Figure 1. Supply network.
Bar = 20 um. Pins as bars on the die edge. Tap cells in gray.
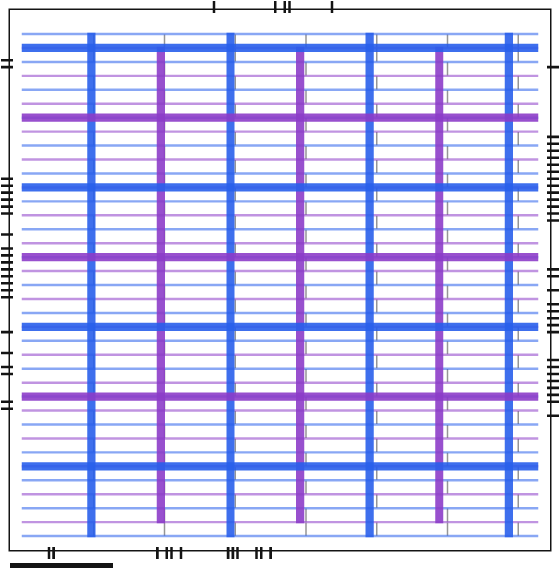
Figure 2. Placement by cell class.
Bar = 20 um.
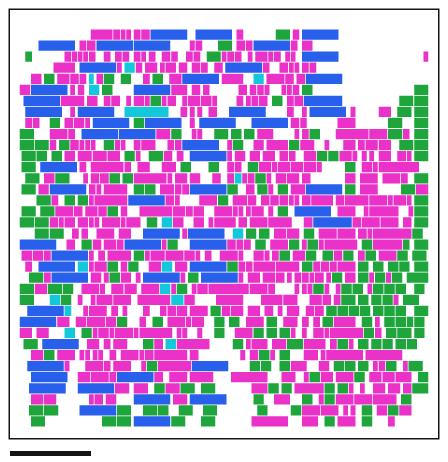
<file path="config.mk">
export PLATFORM = sky130hd
export DESIGN_NAME = game_result_screen
export DESIGN_NICKNAME = d
export VERILOG_FILES = /design/src/rtl/game_result_screen.sv
export SDC_FILE = /design/constraint.sdc
export NUM_CORES = 1
export LEC_CHECK = 0
export CAP_MARGIN = 20
export CORE_MARGIN = 2
export CORE_UTILIZATION = 52
export CTS_BUF_LIST = sky130_fd_sc_hd__clkbuf_4
export DETAILED_ROUTE_END_ITERATION = 10
export PLACE_DENSITY = 0.79
export SYNTH_ARGS = -nofsm -noshare
export SYNTH_HDL_FRONTEND = slang
export SYNTH_SLANG_ARGS = --single-unit
</file>
<file path="constraint.sdc">
create_clock -name clk -period 4.43 [get_ports clk]
set_clock_uncertainty 0.2 [all_clocks]
set_input_delay 0.886 -clock clk [delete_from_list [all_inputs] [get_ports clk]]
set_output_delay 0.886 -clock clk [all_outputs]
set_load 0.005 [all_outputs]
</file>
<file path="src/rtl/game_result_screen.sv">
// rtl/game_result_screen.sv - BCD round stopwatch with best-time tracking and 3x5 digit result screen
// Renders time-taken and best-time digits over an external label layer, one registered RGB565 pixel per cycle.
module game_result_screen #(
   parameter int          DIGITS   = 4,
   parameter int          TICK_DIV = 625000,
   parameter int          NUM_X    = 30,
   parameter int          TT_Y     = 34,
   parameter int          BT_Y     = 56,
   parameter logic [15:0] FG       = 16'hFFFF,
   parameter logic [15:0] HILITE   = 16'h07E0,
   parameter logic [15:0] BG       = 16'h8204
) (
   input  logic                  clk,
   input  logic                  rst_n,
   input  logic                  start,
   input  logic                  stop,
   input  logic                  clear_best,
   input  logic [6:0]            x,
   input  logic [5:0]            y,
   input  logic                  label_px,
   output logic [15:0]           oled_data,
   output logic                  running,
   output logic                  new_best,
   output logic [4*DIGITS-1:0]   time_taken,
   output logic [4*DIGITS-1:0]   best_time,
   output logic                  best_valid
);
   localparam int PW = $clog2(TICK_DIV);
   localparam logic [4*DIGITS-1:0] ALL9 = {DIGITS{4'h9}};

   typedef enum logic [1:0] {IDLE, RUN, SHOW} state_t;

   state_t              r_state;
   logic [PW-1:0]       r_presc;
   logic [4*DIGITS-1:0] r_time;
   logic [4*DIGITS-1:0] r_best;
   logic                r_best_valid;
   logic                r_new_best;
   logic                r_running;
   logic [15:0]         r_oled;

   logic                w_tick;
   logic [4*DIGITS-1:0] w_time_next;
   logic                w_tt_px;
   logic                w_bt_px;

   function automatic logic [4*DIGITS-1:0] bcd_inc(input logic [4*DIGITS-1:0] v);
      logic [4*DIGITS-1:0] r;
      logic                c;
      r = v;
      c = 1'b1;
      for (int i = 0; i < DIGITS; i++) begin
         if (c) begin
            if (v[4*i +: 4] == 4'd9) begin
               r[4*i +: 4] = 4'd0;
            end else begin
               r[4*i +: 4] = v[4*i +: 4] + 4'd1;
               c = 1'b0;
            end
         end
      end
      return r;
   endfunction

   // Bit 14 is the top-left cell; rows of 3 bits run top to bottom.
   function automatic logic [14:0] glyph(input logic [3:0] d);
      case (d)
         4'd0:    glyph = 15'b111_101_101_101_111;
         4'd1:    glyph = 15'b010_110_010_010_111;
         4'd2:    glyph = 15'b111_001_111_100_111;
         4'd3:    glyph = 15'b111_001_111_001_111;
         4'd4:    glyph = 15'b101_101_111_001_001;
         4'd5:    glyph = 15'b111_100_111_001_111;
         4'd6:    glyph = 15'b111_100_111_101_111;
         4'd7:    glyph = 15'b111_001_001_001_001;
         4'd8:    glyph = 15'b111_101_111_101_111;
         4'd9:    glyph = 15'b111_101_111_001_111;
         default: glyph = 15'b000_000_000_000_000;
      endcase
   endfunction

   function automatic logic digit_px(input logic [6:0] px, input logic [5:0] py, input int top,
                                     input logic [4*DIGITS-1:0] val, input logic dash);
      int          dx;
      int          dy;
      int          di;
      logic [3:0]  d;
      logic [3:0]  bi;
      logic [14:0] g;
      dx = int'(px) - NUM_X;
      dy = int'(py) - top;
      if (px > 7'd95 || dx < 0 || dx >= 4*DIGITS || (dx % 4) == 3 || dy < 0 || dy > 4)
         return 1'b0;
      di = dx / 4;
      d  = 4'(val >> (4*(DIGITS-1-di)));
      g  = dash ? 15'b000_000_111_000_000 : glyph(d);
      bi = 4'(14 - 3*dy - (dx % 4));
      return g[bi];
   endfunction

   assign w_tick      = (r_state == RUN) && (r_presc == PW'(TICK_DIV-1));
   assign w_time_next = (w_tick && r_time != ALL9) ? bcd_inc(r_time) : r_time;
   assign w_tt_px     = digit_px(x, y, TT_Y, r_time, 1'b0);
   assign w_bt_px     = digit_px(x, y, BT_Y, r_best, !r_best_valid);

   always_ff @(posedge clk or negedge rst_n) begin
      if (!rst_n) begin
         r_state      <= IDLE;
         r_presc      <= '0;
         r_time       <= '0;
         r_best       <= '0;
         r_best_valid <= 1'b0;
         r_new_best   <= 1'b0;
         r_running    <= 1'b0;
      end else begin
         if (clear_best) begin
            r_best       <= '0;
            r_best_valid <= 1'b0;
            r_new_best   <= 1'b0;
         end
         case (r_state)
            RUN: begin
               r_presc <= w_tick ? '0 : r_presc + 1'b1;
               r_time  <= w_time_next;
               // A concurrent clear already invalidated best, so the finishing round wins.
               if (stop) begin
                  r_state   <= SHOW;
                  r_running <= 1'b0;
                  if (!r_best_valid || clear_best || w_time_next < r_best) begin
                     r_best       <= w_time_next;
                     r_best_valid <= 1'b1;
                     r_new_best   <= 1'b1;
                  end
               end
            end
            default: begin
               if (start) begin
                  r_state    <= RUN;
                  r_running  <= 1'b1;
                  r_presc    <= '0;
                  r_time     <= '0;
                  r_new_best <= 1'b0;
               end
            end
         endcase
      end
   end

   always_ff @(posedge clk or negedge rst_n) begin
      if (!rst_n)        r_oled <= BG;
      else if (w_tt_px)  r_oled <= FG;
      else if (w_bt_px)  r_oled <= r_new_best ? HILITE : FG;
      else if (label_px) r_oled <= FG;
      else               r_oled <= BG;
   end

   assign oled_data  = r_oled;
   assign running    = r_running;
   assign new_best   = r_new_best;
   assign time_taken = r_time;
   assign best_time  = r_best;
   assign best_valid = r_best_valid;
endmodule
</file>
==> flow_metrics.tcl <==
# metrics dict for downstream scripts
set metrics [dict create \
    dpl.hpwl_um 12000 \
    gp_congestion 0.910 \
    violations "negative setup slack" \
    avgViaCountPerCell 5.95 \
    setup_viol 3 \
    cts_tree "yes" \
    ys.flops 59 \
    maxCapViolations 0 \
    ys_seq_frac 0.277 \
    cp_max_fo 3 \
    initial_utilization 0.541 \
    finalClockPeriodUsage 1.14 \
    reg2reg_from "r_presc[7]" \
    lay_top_cells "buf_4 (150), inv_1 (61), clkdlybuf4s50_1 (60)" \
    numCtsBuffers 9 \
    io_pins 70 \
    setup_slack_ns -0.618 \
    top_area_frac 0.272 \
    status "complete, but fails checks" \
    fill_cells 660 \
    grt_setup_unrepaired "yes" \
    clock_latency_ns 0.43 \
]
Back to the opening pictures, Figure 1:
Purple shows VDD. Blue shows VSS.
7 straps on met5. 7 straps on met4.

Back to the opening pictures, Figure 2:
Blue shows sequential cells, cells 59, share of their area 20%. Green shows remaining buffers and delay cells, cells 219, share of their area 25%. Cyan shows clock drivers and dummy loads, cells 16, share of their area 1.8%. Magenta shows combinational and other logic, cells 524, share of their area 54%.

## kinds of logic (layout without fill, tap and decap cells)
kind of cell / after synthesis / after routing / synth area share
mux: 20 / 20 / 0.0591
fa+ha+maj: 51 / 51 / 0.125
compound gates: 169 / 170 / 0.216
other cells: 1 / 1 / 0.000702
flops: 59 / 59 / 0.277
buf+inv: 102 / 303 / 0.0830
simple gates: 190 / 190 / 0.194
xor+xnor: 24 / 24 / 0.0459
## sequential cells by signal, indices dropped and copies added (netlist names)
register and flops:
r_presc 20, best_time 16, time_taken 16, oled_data 3
r_state 2, best_valid 1, new_best 1
## layout make-up
| cell class | count | area share |
|---|---|---|
| timing repair buffer | 219 | 0.240 |
| clock inverter | 7 | 0.00895 |
| inverter | 68 | 0.0341 |
| tap | 133 | 0.0220 |
| clock buffer | 9 | 0.00895 |
| multi-input combinational | 456 | 0.490 |
| sequential | 59 | 0.196 |
## worst max-delay path, stage by stage
cell and delay, ns:
buf_8 0.10, ha_4 0.16, a311oi_4 0.31, o21ai_2 0.12, buf_4 0.15, buf_4 0.12
buf_4 0.12, buf_4 0.12, buf_4 0.12, buf_4 0.12, buf_4 0.12, buf_4 0.12
buf_4 0.12, buf_4 0.12, buf_4 0.13, buf_4 0.12, buf_4 0.12, buf_4 0.12
buf_4 0.12, buf_4 0.12, buf_4 0.12, buf_4 0.15, xor2_4 0.17, xnor3_1 0.29
nor3_2 0.19, o221ai_1 0.12, and4_1 0.24, or3_1 0.36
## metrics by stage
step	instance area [um2]	setup WS, ns	hold slack, ns	utilization	instances
5_1_grt	7550	-0.760	0.283	0.766	951
6_report	7550	-0.618	0.254	0.766	951
4_1_cts	7380	-0.509	0.260	0.748	945
2_1_floorplan	5410	-1.03	0.235	-	616
3_3_place_gp	6860	-1.57	0.286	0.696	890
3_5_place_dp	6860	-1.71	0.300	0.696	890
## worst paths after layout
check	cells after the start	slack (ns)	endpoint
max in group asynchronous	2	2.90	best_time[7]
hold / removal	1	0.25	r_presc[0]
setup / recovery	28	-0.62	oled_data[10]
min in group clk	1	0.32	r_presc[19]
setup reg to reg	18	0.07	best_time[14]
hold reg to reg	1	0.32	r_presc[19]
## routing by layer
metal,track usage,share of wire,up-vias
li1,-,-,2615
met1,0.380,0.40,2726
met2,0.536,0.50,258
met3,0.0470,0.058,59
met4,0.159,0.044,0
met5,0,0,-
## Yosys cell counts, drive strengths merged (10+ instances only)
master   count
a21o        10
o2bb2ai     12
nand3b      11
xnor2       13
dfrtp       58
nor3        11
ha          47
clkbuf      14
buf         20
nand2b      12
a21oi       24
nand3       17
nor2        38
and3        11
inv         68
nand2       43
o21ai       58
## what timing repair did
| item | CTS | global route |
|---|---|---|
| resized | 46 | 29 |
| cloned | 1 | 0 |
| setup endpoints to repair | 19 | 20 |
| buffers inserted | 38 | 6 |
| pin swaps | 20 | 10 |
## where the power goes
part           internal [mW]  switching, mW
combinational          0.369          0.462
sequential             0.569         0.0398
clock                  0.170          0.230
total                   1.11          0.732
Power is estimated from default activity; no workload was simulated.
